Figure 1. Power grid (run 1).
Bar = 20 um. Pins as bars on the die edge.
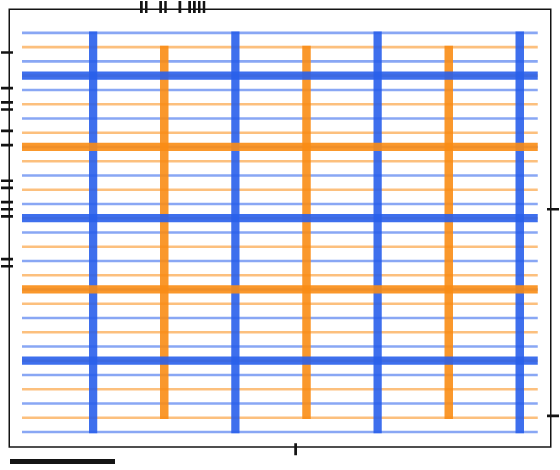
Figure 2. Placed cells, one color a class (run 1).
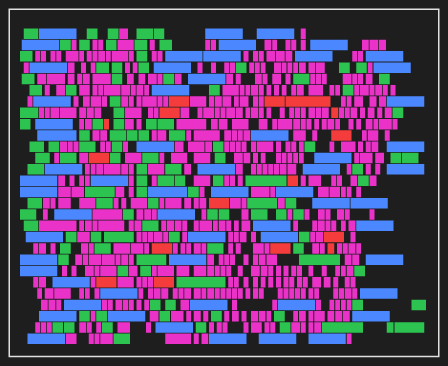
Figure 3. Clock distribution (run 1).
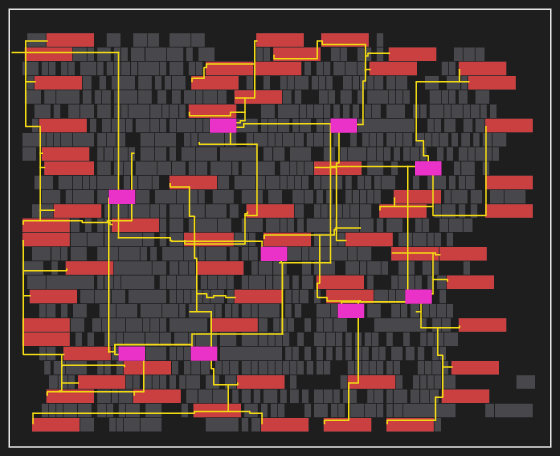
Figure 4. Signal wires by layer (run 1).
Bar = 20 um.
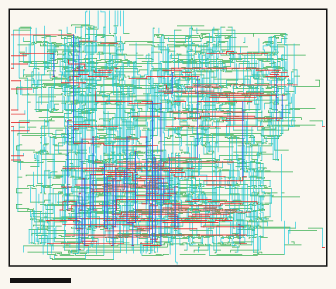
==> config.mk <==
export PLATFORM = sky130hd
export DESIGN_NAME = throw_ctrl
export DESIGN_NICKNAME = d
export VERILOG_FILES = /design/src/rtl/throw_ctrl.sv
export SDC_FILE = /design/constraint.sdc
export NUM_CORES = 1
export LEC_CHECK = 0
export ABC_AREA = 1
export CAP_MARGIN = 20
export CORE_ASPECT_RATIO = 0.8
export CORE_MARGIN = 2
export CORE_UTILIZATION = 53
export DETAILED_ROUTE_END_ITERATION = 8
export PLACE_DENSITY = 0.75
export SYNTH_ARGS = -nofsm -noshare
export SYNTH_HDL_FRONTEND = slang
export SYNTH_SLANG_ARGS = --single-unit
export TNS_END_PERCENT = 50
==> constraint.sdc <==
create_clock -name clk60MHz -period 1.75 [get_ports clk60MHz]
set_clock_uncertainty 0.15 [all_clocks]
set_input_delay 0.35 -clock clk60MHz [delete_from_list [all_inputs] [get_ports clk60MHz]]
set_output_delay 0.35 -clock clk60MHz [all_outputs]
set_load 0.02 [all_outputs]
==> flow_metrics.py, run 1 <==
# Flow results
metrics = {
    "status": {
        "status": "complete, but fails checks",
        "violations": "setup timing",
    },
    "power_and_ir_drop": {
        "share_seq_of_total_power": 0.251,
        "leakage_power_figure_uw": 0.00265,
        "combinationalPower_uw": 3840,
        "p_switching_uw": 2960,
    },
    "synthesis": {
        "async_flop_share": 1.00,
        "edf_count": 0,
        "synth.net_count": 638,
        "synth-cells-yosys": 627,
        "yosys_register_bits": 60,
        "synth_top_cell_by_count": "nand2_1",
        "synth-area-yosys_mm2": 0.00416,
        "most_area_consuming_cells_after_synthesis": "dfrtp_1, nand2_1, nor2_1, nand3_1, inv_1",
        "syn_area_mm2": 0.00416,
    },
    "cts": {
        "cts_tree": "built",
        "postCtsResizedCells": 107,
        "path_clk_slew_ns": 0.07,
    },
    "drt": {
        "drt_pass1_iterations": 7,
        "route.vias.total": 4831,
        "antenna_left": 0,
    },
    "worst_setup_path": {
        "end_kind": "flop",
        "required_ns": 1.85,
        "critPathLaunchType": "flop",
    },
    "worst_hold_path": {
        "whs_path_depth": 4,
    },
    "timing": {
        "grt_setup_unrepaired": "true",
        "report.final.setup_viol": 64,
        "post-route-period-util": 1.11,
        "holdWs_ns": 0.322,
        "finalWorstSetupSlack_ns": -0.195,
        "setup_total_negative_slack_ns": -6.74,
        "maxSlewViolCount": 0,
    },
    "cells_and_area": {
        "final_layout_size_suffix_gt1_frac": 0.250,
        "clock_buffer_count": 12,
        "fillerInstances": 548,
        "layout.non_clock_inverters": 74,
        "finish.cell_count_without_fillers": 853,
        "final-clk-cell-share": 0.0354,
        "nFlopsAndLatches": 60,
    },
    "flow_run": {
        "maxCapViolations": 0,
    },
    "floorplan": {
        "tap_cells": 105,
        "die_area_mm2": 0.00858,
    },
    "global_routing": {
        "grt_first_pass_wirelength_um": 20300,
    },
}
About Figure 1:
color	net
blue	VSS
orange	VDD
signal pins	25
met5 straps	5
met1 rails	29
met4 straps	7
rows	28
Die H: 83.2 um
Core Area: 0.00750 mm2
worst IR drop on VDD: 808 uV
die width: 103 um

About Figure 2:
color	class	cells	share of their area
green	remaining buffers and delay cells	115	20%
magenta	combinational and other logic	557	50%
red	clock drivers and dummy loads	16	3.6%
blue	sequential cells	60	27%
row count: 28
Core Util, Final: 0.765
Non-Filler Cell Area, Final: 0.00573 mm2
fraction of standard cell area that is sequential: 0.262

About Figure 3:
[red] flip-flops | count: 60
[magenta] clock drivers | count: 9
[yellow] clock wires | length: 985 um
flops lie	spread over the die
power drawn by the clock network: 1350 uW
clock insertion delay at the later pin of the skew report: 0.37 ns
clock network power share: 0.195

About Figure 4:
color	layer	wire length
green	metal 1	5600 um
blue	metal 4	641 um
cyan	metal 2	6180 um
red	metal 3	1520 um
aggregate routed wire length: 13900 um
overall routing resource usage: 0.302

run 1: routing by layer:
layer	GRT usage	wire length, um	up-vias
met4	0.0897	641	0
met2	0.439	6180	290
met5	0	0	-
li1	-	-	2248
met3	0.0951	1520	75
met1	0.428	5600	2218
run 1: cells by family after synthesis:
kind of cell	Yosys count	share of synthesized area
buffers and inverters	85	0.0893
AND-OR/OR-AND	58	0.0764
adder cells (fa/ha/maj)	4	0.0120
flip-flops	60	0.361
XOR/XNOR	11	0.0232
AND/OR/NAND/NOR	409	0.438
run 1: worst max-delay path, stage by stage, from the launching register on:
cell	delay, ns
dfrtp_1	0.43
buf_4	0.19
nand3_4	0.13
inv_4	0.07
nand2_2	0.09
buf_4	0.15
o21ai_0	0.11
nor2_1	0.22
nand2_1	0.14
nand2_1	0.08
nand2_1	0.06
Figure 5. Routing congestion (run 1).
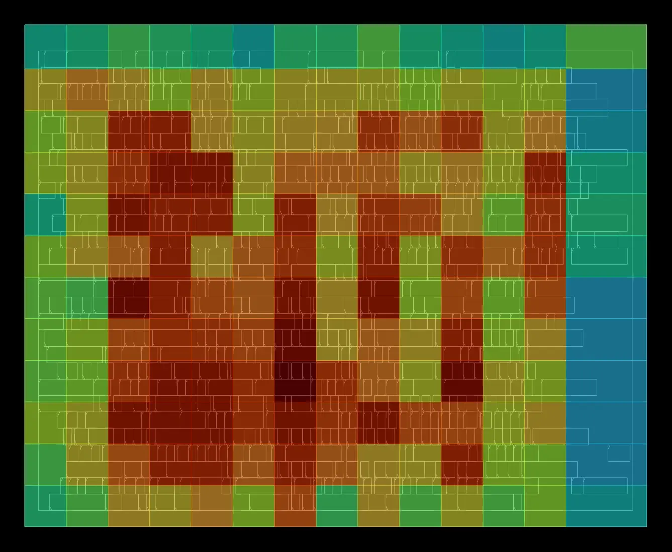

## Run 2: what changed since run 1
--- a/config.mk
+++ b/config.mk
@@ -9,9 +9,9 @@
 export CAP_MARGIN = 20
 export CORE_ASPECT_RATIO = 0.8
 export CORE_MARGIN = 2
-export CORE_UTILIZATION = 53
+export CORE_UTILIZATION = 54
 export DETAILED_ROUTE_END_ITERATION = 8
-export PLACE_DENSITY = 0.75
+export PLACE_DENSITY = 0.76
 export SYNTH_ARGS = -nofsm -noshare
 export SYNTH_HDL_FRONTEND = slang
 export SYNTH_SLANG_ARGS = --single-unit
Figure 6. Routing congestion (run 2).
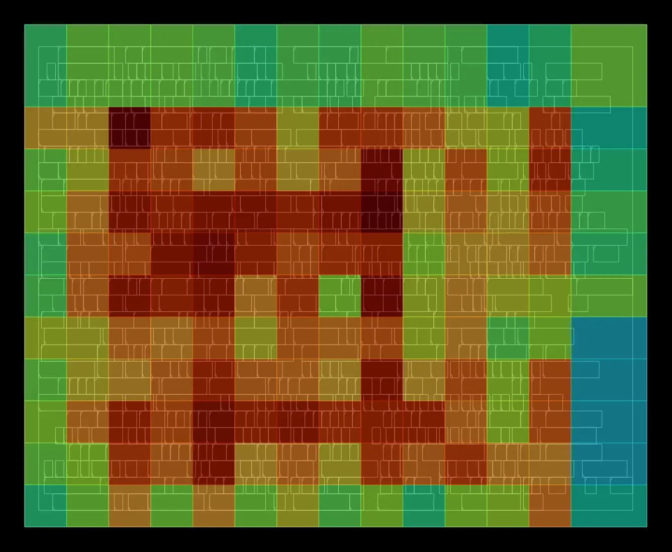
Core Util, Final: 0.789
layer with the highest usage after global routing: met2
met3 usage in global routing: 0.0850
average wire per standard cell: 16.8 um
overall routing resource usage: 0.315

Figure 7. Signal wires by layer (run 2).
Bar = 20 um.
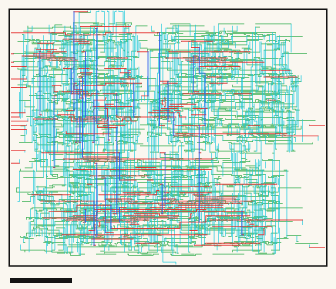
color	layer	wire length
green	metal 1	5640 um
red	metal 3	1580 um
blue	metal 4	516 um
cyan	metal 2	6640 um
aggregate routed wire length: 14400 um
total via count in the routed design: 4925

==> run 2 against run 1 <==
Effect of this change: register-to-register slack got worse by 0.13 ns; power increased by 3.4%; global-route usage increased by 1.3 points; non-clock buffer count increased by 3; cell count increased by 0.23%; highest routed layer unchanged; synthesized cell count unchanged; final area increased by 2.3%; largest cell class unchanged; routed wire length increased by 3.1%; the flow still finishes with violations (setup timing).
==> flow_metrics.py, run 2 <==
# Flow results
metrics = {
    "synthesis": {
        "yosys_register_bits": 60,
        "synth.net_count": 638,
        "synth-xor-area-share": 0.0232,
        "synth_top_cell_by_count": "nand2_1",
        "synthTopLogicFamily": "simple AND/OR/NAND/NOR gates",
        "edf_count": 0,
        "synth_area_in_adders": 0.0120,
        "most_area_consuming_cells_after_synthesis": "dfrtp_1, nand2_1, nor2_1, nand3_1, inv_1",
        "synth-compound-area-share": 0.0764,
    },
    "drt": {
        "drt_pass1_iterations": 8,
    },
    "timing": {
        "grt_setup_unrepaired": "true",
        "report.final.setup_viol": 64,
        "setup_total_negative_slack_ns": -10.56,
        "post-route-period-util": 1.18,
        "finalWorstSetupSlack_ns": -0.321,
    },
    "worst_setup_path": {
        "required_ns": 1.90,
        "end_kind": "flop",
    },
    "power_and_ir_drop": {
        "power.clock.total_uw": 1190,
        "p_switching_uw": 3140,
        "share_seq_of_total_power": 0.244,
    },
    "cells_and_area": {
        "post-route-cell-area_mm2": 0.00586,
        "sh_seq_area": 0.257,
        "layout.non_clock_inverters": 74,
        "nFlopsAndLatches": 60,
    },
    "status": {
        "status": "complete, but fails checks",
        "violations": "setup timing",
    },
    "worst_hold_path": {
        "whs_path_depth": 1,
    },
    "global_routing": {
        "grt_first_pass_wirelength_um": 20000,
    },
    "floorplan": {
        "tap_cells": 105,
        "die_y_um": 82.5,
        "placement_rows": 28,
        "die_area_mm2": 0.00843,
        "die-width_um": 102,
    },
}
run 2: critical path, stage by stage (launching register included):
cell	delay (ns)
dfrtp_1	0.40
inv_2	0.10
nand2_4	0.07
nor2_4	0.15
inv_4	0.09
buf_6	0.12
buf_6	0.11
buf_4	0.13
o21ai_0	0.26
nor2_1	0.14
nand2_1	0.11
nand2_1	0.07
nand2_1	0.09
run 2: layer usage:
| layer | wire length [um] | up-vias | share of wire |
|---|---|---|---|
| met5 | 0 | - | 0 |
| met4 | 516 | 0 | 0.036 |
| met3 | 1580 | 71 | 0.11 |
| met2 | 6640 | 326 | 0.46 |
| met1 | 5640 | 2276 | 0.39 |
| li1 | - | 2252 | - |
Power and IR drop assume default switching activity.
